### config.mk
export PLATFORM = sky130hd
export DESIGN_NAME = sdram_arb2
export DESIGN_NICKNAME = d
export VERILOG_FILES = /design/src/rtl/sdram_arb2.sv
export SDC_FILE = /design/constraint.sdc
export NUM_CORES = 1
export LEC_CHECK = 0
export CORE_MARGIN = 2
export CORE_UTILIZATION = 45
export DETAILED_ROUTE_END_ITERATION = 10
export GPL_ROUTABILITY_DRIVEN = 1
export PLACE_DENSITY = 0.81
export SLEW_MARGIN = 40
export SYNTH_ARGS = -nofsm -noshare
export SYNTH_HDL_FRONTEND = slang
export SYNTH_SLANG_ARGS = --single-unit
### constraint.sdc
create_clock -name tb_clk -period 13.65 [get_ports tb_clk]
set_input_delay 3.4125 -clock tb_clk [delete_from_list [all_inputs] [get_ports tb_clk]]
set_output_delay 3.4125 -clock tb_clk [all_outputs]
set_load 0.005 [all_outputs]
### src/rtl/sdram_arb2.sv
// ----------------------------------------------------------------------------
// sdram_arb2
//   Two-requester round-robin arbiter in front of the single-command user port
//   of sdram_cnt. One transaction is outstanding at a time. A grant latches the
//   winner's command into sd_* and pulses sd_en for one cycle. The arbiter then
//   follows sdram_cnt's rdy/valid handshake until the command completes and
//   acks the granted requester. A 16-bit watchdog ends a transaction that
//   never completes. It acks with err=1 and leaves the read data untouched.
//
// Ports
//   tb_clk, tb_rst         clock, asynchronous active-high reset
//   rN_req/we/addr/wdata   requester N command (N=0,1); held until rN_ack
//   rN_ack                 one-cycle completion pulse
//   rN_rdata               read data, updated only on a successful read ack
//   rN_err                 qualifies rN_ack: watchdog expired
//   sd_en/we/addr/wdata    command to sdram_cnt (en is a one-cycle pulse)
//   sd_rdy/valid/rdata     status and read data from sdram_cnt
// ----------------------------------------------------------------------------
module sdram_arb2 #(
    parameter int AW      = 12,
    parameter int DW      = 32,
    parameter int TIMEOUT = 10000
) (
    input  logic          tb_clk,
    input  logic          tb_rst,

    input  logic          r0_req,
    input  logic          r0_we,
    input  logic [AW-1:0] r0_addr,
    input  logic [DW-1:0] r0_wdata,
    output logic          r0_ack,
    output logic [DW-1:0] r0_rdata,
    output logic          r0_err,

    input  logic          r1_req,
    input  logic          r1_we,
    input  logic [AW-1:0] r1_addr,
    input  logic [DW-1:0] r1_wdata,
    output logic          r1_ack,
    output logic [DW-1:0] r1_rdata,
    output logic          r1_err,

    output logic          sd_en,
    output logic          sd_we,
    output logic [AW-1:0] sd_addr,
    output logic [DW-1:0] sd_wdata,
    input  logic          sd_rdy,
    input  logic          sd_valid,
    input  logic [DW-1:0] sd_rdata
);

    localparam logic [1:0] ST_IDLE      = 2'd0;
    localparam logic [1:0] ST_WAIT_ACC  = 2'd1;
    localparam logic [1:0] ST_WAIT_DONE = 2'd2;

    // The expiry decision is taken one cycle early so that the registered ack
    // appears exactly TIMEOUT cycles after the sd_en cycle.
    localparam logic [15:0] WD_LAST = 16'(TIMEOUT - 1);

    logic [1:0]    state_r;
    logic          last_r;      // port granted most recently (1 = r1)
    logic          gnt_r;       // port owning the outstanding transaction
    logic [15:0]   wd_r;        // watchdog, cycles spent in WAIT_*

    logic          req0_s;
    logic          req1_s;
    logic          pick_s;
    logic          grant_s;
    logic          g_we_s;
    logic [AW-1:0] g_addr_s;
    logic [DW-1:0] g_wdata_s;

    logic          done_s;
    logic          to_done_s;
    logic          expire_s;
    logic          fin_s;

    // Arbitration: mask a port during its own ack cycle, because its req is
    // still high then. Alternate on contention.
    always_comb begin
        req0_s = r0_req & ~r0_ack;
        req1_s = r1_req & ~r1_ack;

        if (req0_s && req1_s) begin
            pick_s = ~last_r;
        end else if (req1_s) begin
            pick_s = 1'b1;
        end else begin
            pick_s = 1'b0;
        end

        grant_s = (state_r == ST_IDLE) && sd_rdy && (req0_s || req1_s);

        if (pick_s) begin
            g_we_s    = r1_we;
            g_addr_s  = r1_addr;
            g_wdata_s = r1_wdata;
        end else begin
            g_we_s    = r0_we;
            g_addr_s  = r0_addr;
            g_wdata_s = r0_wdata;
        end
    end

    // Completion detection. The sd_en cycle itself is ignored. The controller
    // has not seen the command yet, so rdy/valid then still describe the past.
    always_comb begin
        done_s    = 1'b0;
        to_done_s = 1'b0;
        case (state_r)
            ST_WAIT_ACC: begin
                if (sd_en) begin
                    done_s    = 1'b0;
                    to_done_s = 1'b0;
                end else begin
                    done_s    = ~sd_we & sd_valid;
                    to_done_s = ~sd_rdy;
                end
            end
            ST_WAIT_DONE: begin
                if (sd_we) begin
                    done_s = sd_rdy;
                end else begin
                    done_s = sd_valid;
                end
                to_done_s = 1'b0;
            end
            default: begin
                done_s    = 1'b0;
                to_done_s = 1'b0;
            end
        endcase

        // A genuine completion wins over a watchdog expiry in the same cycle.
        expire_s = (state_r != ST_IDLE) && (wd_r == WD_LAST) && !done_s;
        fin_s    = done_s | expire_s;
    end

    // FSM, round-robin pointer, watchdog and the registered command to sdram_cnt.
    always_ff @(posedge tb_clk or posedge tb_rst) begin
        if (tb_rst) begin
            state_r  <= ST_IDLE;
            last_r   <= 1'b1;            // makes r0 win the first contention
            gnt_r    <= 1'b0;
            wd_r     <= 16'd0;
            sd_en    <= 1'b0;
            sd_we    <= 1'b0;
            sd_addr  <= {AW{1'b0}};
            sd_wdata <= {DW{1'b0}};
        end else begin
            sd_en <= 1'b0;
            case (state_r)
                ST_IDLE: begin
                    wd_r <= 16'd0;
                    if (grant_s) begin
                        state_r  <= ST_WAIT_ACC;
                        gnt_r    <= pick_s;
                        last_r   <= pick_s;
                        sd_en    <= 1'b1;
                        sd_we    <= g_we_s;
                        sd_addr  <= g_addr_s;
                        sd_wdata <= g_wdata_s;
                    end else begin
                        state_r <= ST_IDLE;
                    end
                end
                ST_WAIT_ACC, ST_WAIT_DONE: begin
                    if (fin_s) begin
                        state_r <= ST_IDLE;
                        wd_r    <= 16'd0;
                    end else begin
                        wd_r <= wd_r + 16'd1;
                        if (to_done_s) begin
                            state_r <= ST_WAIT_DONE;
                        end else begin
                            state_r <= state_r;
                        end
                    end
                end
                default: begin
                    state_r <= ST_IDLE;
                    wd_r    <= 16'd0;
                end
            endcase
        end
    end

    // Requester-side ack/err pulses and read data capture. Only the granted
    // port responds. Read data moves only on a successful read.
    always_ff @(posedge tb_clk or posedge tb_rst) begin
        if (tb_rst) begin
            r0_ack   <= 1'b0;
            r0_err   <= 1'b0;
            r0_rdata <= {DW{1'b0}};
            r1_ack   <= 1'b0;
            r1_err   <= 1'b0;
            r1_rdata <= {DW{1'b0}};
        end else begin
            r0_ack <= fin_s & ~gnt_r;
            r0_err <= expire_s & ~gnt_r;
            r1_ack <= fin_s & gnt_r;
            r1_err <= expire_s & gnt_r;
            if (done_s && !sd_we) begin
                if (gnt_r) begin
                    r1_rdata <= sd_rdata;
                end else begin
                    r0_rdata <= sd_rdata;
                end
            end else begin
                r0_rdata <= r0_rdata;
                r1_rdata <= r1_rdata;
            end
        end
    end

endmodule

==> run notes, run 1 <==
• **result of the run** completed
• **pin count of the biggest net entering global routing** 78
• **dominant register cell** dfrtp_1
• **worst hold-check path type** flip-flop to flip-flop
• **part of the Yosys area used for sequential elements** 0.5844
• **Yosys chip area** 5741 µm²
• **worst slew margin relative to its limit** 0.4880
• **routability-driven placement congestion ratio** 0.8096
• **GRT overflow** 0
• **vias in the first global route** 4434
• **leak pwr** 3.969 nW
• **antenna diode instance count** 0
• **cell types with the largest area share after synthesis** dfrtp_1, mux2_2, mux2i_1
• **max capacitance violation total** 0
• **cell chosen for the clock root** clkbuf_16
• **count of cells along the worst register-to-register path** 7
• **height of the chip** 116.9 µm
• **average detailed-routed wire length per instance** 17.18 µm
• **area leader, netlist** dfrtp_1
• **Non-CTS buffers** 246
• **vias after detailed routing** 4419
• **number of warnings in the stage logs** 29
• **global-route usage over all layers** 0.2181
• **count of flip-flops and latches** 134
• **largest driver fanout on the critical path** 65
• **relative area change from synthesis to final layout** 55.17%
• **number of endpoints failing setup at the final stage** 0
• **Pwr Density** 178.9 nW/µm²
• **CP Capture Type** flip-flop
• **Post-CTS Setup Bufs** 0
• **number of standard cells reported by yosys** 456
• **number of buffers on the longest clock path** 2
• **area of the multi-input gates** 2241 µm²
• **pre-CTS setup slack** 8.049 ns
• **Final Hold Violation Tally** 0
• **area share of and/or/nand/nor cells after synthesis** 0.08871
• **overall die area** 13680 µm²
• **fin worst setup slack** 8.421 ns
• **peak clock frequency supported by timing** 191.2 MHz
• **count of flip-flops with a built-in enable after synthesis** 0
• **buffers added on ports** 241
• **gate count after technology mapping** 456
• **Ys Warns** 0
• **post-route setup TNS** 0 ns
• **xor/xnor share of the synthesized area** 0.01831
• **number of multi-input logic gates** 292
• **ratio of cells with drive above 1 in the final layout** 0.1493
• **netlist area before placement** 5741 µm²
• **Mux area share** 0.2127
• **clock network area share** 0.06869
• **register share of total power** 0.373
• **clock-pin slew reported for the worst setup and hold paths after clock tree synthesis** 0.05 ns
• **transition at the pin with the smallest max-transition slack** 0.7661 ns
• **final period demand of the worst path** 5.229 ns
• **net switching power of the design** 0.0004383 W
• **area of the placeable core** 12520 µm²
• **Chip Width** 116.9 µm
• **CTS tree** yes
• **instance count along the most critical hold path** 1
• **invs w/o clock** 8
• **Sequential Area** 3354 µm²
• **Final Slew Violations** 0
• **number of nets at the end of the flow** 832
• **prevailing logic family in the synthesized netlist** multiplexers
• **H-tree Lvls** 4
• **area share of the leading cell type in the synthesized netlist** 0.5798
• **average size of a mapped cell** 12.59 µm²
• **largest clock skew in the final design** 0.01281 ns
• **post-synthesis net count** 589
• **first-pass GRT wire length** 22.68 mm
• **distinct lib cells** 37
• **initial core utilization** 0.4586
• **Worst VDD drop** 0.00008430 V
• **detailed-route DRC error count** 0
• **post-detail-place hpwl** 10.88 mm
• **via density per instance** 5.010
• **antenna violations before repair** 0
• **clock insertion delay at the later pin of the skew report** 0.41 ns
run 1: layout by cell type, fill, tap and decap left out, types with 3 or more instances in the layout:
master | Yosys | final
nand3_1 | 10 | 10
ha_1 | 5 | 5
buf_4 | 1 | 5
nor2_1 | 67 | 67
and3_1 | 5 | 5
inv_1 | 8 | 7
clkdlybuf4s50_1 | 0 | 241
clkinv_2 | 0 | 3
mux2_1 | 4 | 4
mux2i_1 | 47 | 47
mux2_2 | 60 | 60
nor3_1 | 5 | 5
bufinv_16 | 0 | 4
a21oi_1 | 48 | 47
xnor2_1 | 10 | 10
dfrtp_1 | 133 | 133
clkbuf_16 | 0 | 17
nand4_1 | 3 | 3
run 1: registers in the layout (all words and copies together), names as in the netlist:
signal	cells
last_r	1
sd_we	1
sd_addr	12
r1_err	1
state_r	2
sd_en	1
wd_r	16
r0_ack	1
r1_ack	1
r0_rdata	32
r1_rdata	32
sd_wdata	32
r0_err	1
gnt_r	1
run 1: worst paths after layout:
kind,start,to,slack (ns)
min in group asynchronous,tb_rst,r1_rdata[11],3.49
hold / removal,r0_rdata[5],r0_rdata[5],0.49
max in group asynchronous,tb_rst,gnt_r,8.91
hold reg to reg,r0_rdata[5],r0_rdata[5],0.49
setup / recovery,r0_req,sd_wdata[28],8.42
setup reg to reg,state_r[0],sd_wdata[28],11.30
run 1: Yosys cell counts, drive strengths merged, types with 2 or more instances:
cell / instances
or2: 2
mux2i: 47
and3: 5
nand2b: 3
clkbuf: 9
nor2: 67
o21ai: 2
xor2: 2
nor4: 2
nand3: 10
buf: 13
mux2: 66
nand2: 2
a21oi: 48
nand4: 3
inv: 8
or3: 2
dfrtp: 133
ha: 5
xnor2: 10
nor3: 7
nor3b: 2
run 1: per-stage QoR:
step,power [W],util,hold WS (ns),cells,instance area (µm²)
after floorplan,0.0007998,-,0.4514,456,5741
after global placement,0.001108,0.6625,0.4685,852,8293
after detailed placement,0.001127,0.6627,0.4784,852,8295
after CTS,0.001606,0.7116,0.4906,882,8907
after global routing,0.001677,0.7116,0.5018,882,8907
final,0.001593,0.7116,0.4882,882,8907
run 1: routing by layer:
metal	GRT usage	vias to the layer above	part of all wire
li1	-	2073	-
met1	0.2592	2138	0.40
met2	0.3784	189	0.50
met3	0.07415	19	0.087
met4	0.06275	0	0.013
met5	0	-	0
run 1: cells by family (layout without fill, tap and decap cells):
| group | Yosys count | after routing |
|---|---|---|
| buf+inv | 30 | 284 |
| fa+ha+maj | 5 | 5 |
| simple gates | 107 | 107 |
| compound gates | 55 | 55 |
| mux | 113 | 113 |
| flops | 134 | 134 |
| xor+xnor | 12 | 12 |
run 1: worst max-delay path, stage by stage:
cell and delay (ns):
clkdlybuf4s50_1 0.45, nand2b_1 0.14, a21oi_4 0.61, buf_4 0.64, nor2_1 0.10, a21oi_1 0.18
run 1: power by group through the flow:
stage,combinational (W),sequential (W),clock (W)
finish,0.000529,0.000595,0.000470
global route,0.000572,0.000609,0.000496
CTS,0.000534,0.000595,0.000477
detailed placement,0.000530,0.000598,0
global placement,0.000514,0.000594,0
floorplan,0.000201,0.000599,0
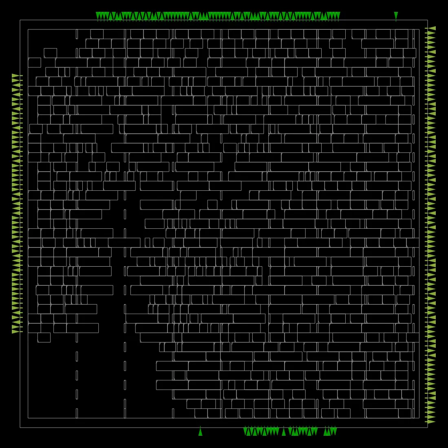
Fig. 1. Cell outlines without signal wires (run 1).
fill cell instance count of the final layout: 884
well tap count: 172
sequential share of cell area: 0.3766
number of standard cells in the layout, taps in and fillers out: 882
# rows: 41

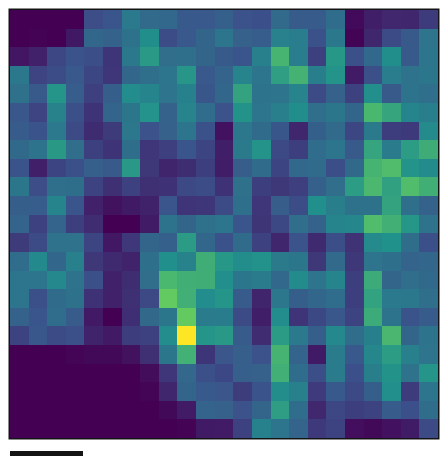
Fig. 2. Wire density map (run 1).
Bar = 20 µm. 23 x 23 tiles, from dark purple (low) to yellow (high), scaled to the fullest tile. Values are wire area over tile area, all layers added.
mean over tiles	0.18
densest ninth of the die	middle right
emptiest ninth of the die	lower left
nearly empty tiles	9.1%

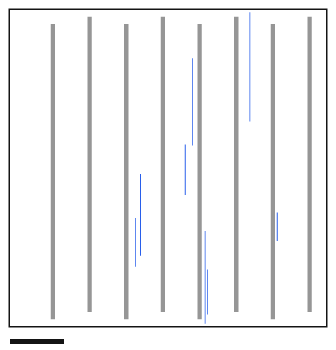
Fig. 3. Met4 routing (run 1).
Bar = 20 µm. Supply wires on this layer in gray.
nets with wire on the layer	6
longest straight run	40.1 µm
share of all routed wire	1.3%
main direction	vertical
wire length on this layer	199 µm

Fig. 4: run 1, clock distribution
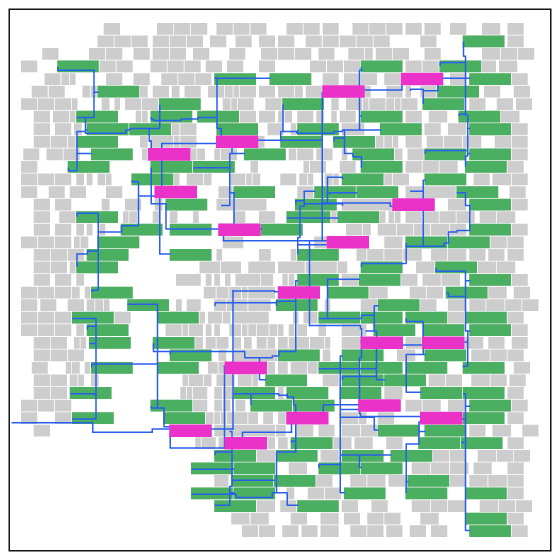

--- run 2 (diff from run 1) ---
Settings changed: CORE_UTILIZATION 45 to 39, PLACE_DENSITY 0.81 to 0.74.
Clock period 13.65 ns to 4.5 ns, I/O delays scaled along.
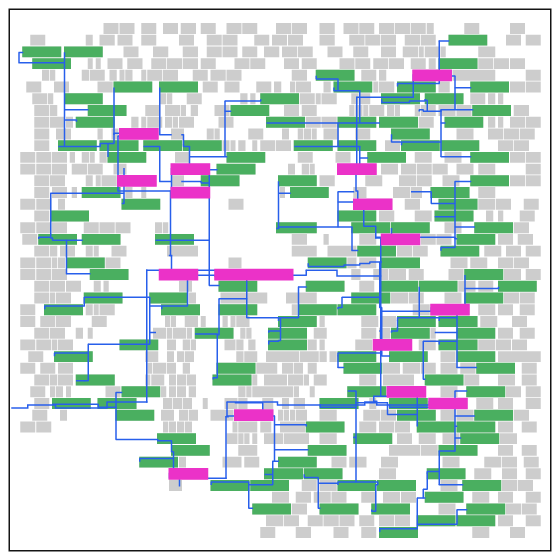
Fig. 5. Clock distribution (run 2).
[magenta] cells driving clock nets | count: 17
[blue] clock wires | length: 1610 µm
[green] flip-flops | count: 134
routed clock nets	18
largest clock skew in the final design: 0.006677 ns
clk pwr: 0.00129 W
Clk pwr share: 0.274
clock insertion delay at the later pin of the skew report: 0.41 ns

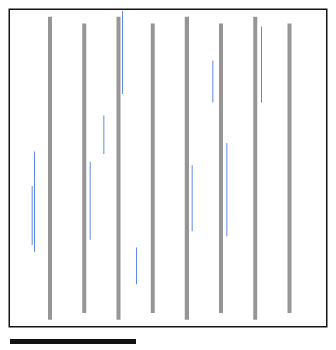
Fig. 6. Met4 routing (run 2).
Bar = 50 µm. Supply wires on this layer in gray.
longest straight run	39.4 µm
nets with wire on the layer	7

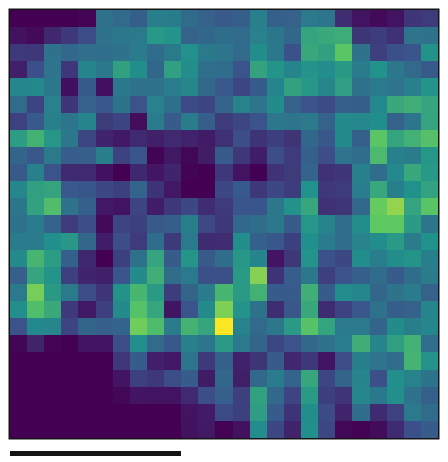
Fig. 7. Wire density map (run 2).
Bar = 50 µm. 25 x 25 tiles, from dark purple (low) to yellow (high), scaled to the fullest tile. Values are wire area over tile area, all layers added.
nearly empty tiles	9.4%
tiles over half the peak	16%
fullest tile	0.50
mean over tiles	0.16
emptiest ninth of the die	lower left

==> run notes, run 2 <==
• **result of the run** completed, unchanged
• **distinct lib cells** 37, unchanged
• **# rows** 44, was 41
• **average size of a mapped cell** 12.59 µm², unchanged
• **cell types with the largest area share after synthesis** dfrtp_1, mux2_2, mux2i_1, unchanged
• **vias in the first global route** 4552, was 4434
• **area share of the leading cell type in the synthesized netlist** 0.5798, unchanged
• **Post-CTS Setup Bufs** 0, unchanged
• **antenna violations before repair** 0, unchanged
• **number of buffers and inverters on the critical path** 1, was 2
• **number of warnings in the stage logs** 29, unchanged
• **xor/xnor share of the synthesized area** 0.01831, unchanged
• **count of cells along the worst register-to-register path** 7, unchanged
• **Ys Warns** 0, unchanged
• **cell chosen for the clock root** clkbuf_16, unchanged
• **area share of and/or/nand/nor cells after synthesis** 0.08871, unchanged
• **dominant register cell** dfrtp_1, unchanged
• **commonest cells after routing, fill and taps aside** clkdlybuf4s50_1, dfrtp_1, nor2_1, mux2_2, unchanged
• **netlist area before placement** 5741 µm², unchanged
• **cell family with most CP delay** buffers and inverters, unchanged
• **GRT overflow** 0, unchanged
• **average detailed-routed wire length per instance** 16.95 µm, was 17.18 µm
• **Worst VDD drop** 0.0002766 V, was 0.00008430 V
• **gate count after technology mapping** 456, unchanged
• **dominant logic cell type in the layout** clkdlybuf4s50_1, unchanged
• **vias after detailed routing** 4454, was 4419
• **leak pwr** 3.978 nW, was 3.969 nW
• **pin count of the biggest net entering global routing** 74, was 78
• **overall die area** 15710 µm², was 13680 µm²
• **H-tree Lvls** 4, unchanged
• **CTS tree** yes, unchanged
• **number of buffers on the longest clock path** 2, unchanged
• **post-detail-place hpwl** 11.59 mm, was 10.88 mm
• **setup slack, reg-to-reg** 2.20 ns, was 11.30 ns
• **height of the chip** 125.3 µm, was 116.9 µm
• **initial core utilization** 0.3965, was 0.4586
• **Met1 Wirelength** 6.404 mm, was 5.990 mm
• **area leader, netlist** dfrtp_1, unchanged
• **transition at the pin with the smallest max-transition slack** 0.7577 ns, was 0.7661 ns
• **CP Capture Type** primary output, was flip-flop
• **detailed-route DRC error count** 0, unchanged
• **largest driver fanout on the critical path** 6, was 65
• **CP peak stage delay** 0.61 ns, was 0.64 ns
• **post-synthesis net count** 589, unchanged
• **Synth top cells by count** dfrtp_1, nor2_1, mux2_2, a21oi_1, mux2i_1, unchanged
• **Pwr Density** 524.0 nW/µm², was 178.9 nW/µm²
• **Mux area share** 0.2127, unchanged
• **via density per instance** 4.954, was 5.010
• **Chip Width** 125.3 µm, was 116.9 µm
• **critical path endpoint** sd_we, was sd_wdata[28]
• **part of the Yosys area used for sequential elements** 0.5844, unchanged
• **relative area change from synthesis to final layout** 56.41%, was 55.17%
• **Critical-path top delay cell** clkdlybuf4s50_1, was buf_4
• **number of nets at the end of the flow** 835, was 832
• **count of flip-flops with a built-in enable after synthesis** 0, unchanged
• **top flop regs** r0_rdata (32), r1_rdata (32), sd_wdata (32), unchanged
• **Final Slew Violations** 0, unchanged
• **prevailing logic family in the synthesized netlist** multiplexers, unchanged
• **final period demand of the worst path** 2.699 ns
• **max capacitance violation total** 0, unchanged
run 2: cell counts after synthesis:
No cell type changed its count.
run 2: worst min path at each step:
stage                       from           end  cells after the start
detailed placement  r1_rdata[31]  r1_rdata[31]                      1
global placement     r0_rdata[6]   r0_rdata[6]                      1
finish              r1_rdata[31]  r1_rdata[31]                      1
floorplan                wd_r[0]       wd_r[0]                      1
CTS                 r1_rdata[31]  r1_rdata[31]                      1
global route        r1_rdata[30]  r1_rdata[30]                      1
run 2: area by class of cell:
cell class                      instances  area, µm²
Inverter                                8      33.78
Multi-Input combinational cell        292       2241
Clock buffer                           19      432.9
Timing Repair Buffer                  249       2562
Fill cell                            1138       5500
Tap cell                              184      230.2
Clock inverter                         13      123.9
Sequential cell                       134       3354
run 2: through the flow:
| stage | hold WS (ns) | setup slack [ns] | instance area (µm²) | std cells | util |
|---|---|---|---|---|---|
| floorplan | 0.4514 | 1.711 | 5744 | 456 | - |
| global placement | 0.4734 | 1.506 | 8367 | 865 | 0.5779 |
| detailed placement | 0.4797 | 1.442 | 8422 | 867 | 0.5817 |
| CTS | 0.4920 | 1.759 | 8979 | 899 | 0.6201 |
| global route | 0.5046 | 1.728 | 8979 | 899 | 0.6201 |
| finish | 0.4897 | 1.801 | 8979 | 899 | 0.6201 |
run 2: power by group:
group          switching [W]  internal, W
clock               0.000526     0.000765
sequential          0.000222      0.00158
combinational       0.000619     0.000997
total                0.00137      0.00334
run 2: per-layer routing:
layer,vias to the layer above,track usage
met4,0,0.05817
li1,2084,-
met5,-,0
met2,175,0.3366
met3,23,0.06632
met1,2172,0.2431
run 2: kinds of logic after synthesis:
kind of cell               after synthesis
and+or+nand+nor                        107
buffers and inverters                   30
xor gates and xnor gates                12
AOI/OAI and AO/OA                       55
muxes                                  113
DFF                                    134
adders and majority gates                5
No activity file was given, so power comes from the tool's default toggle rates.
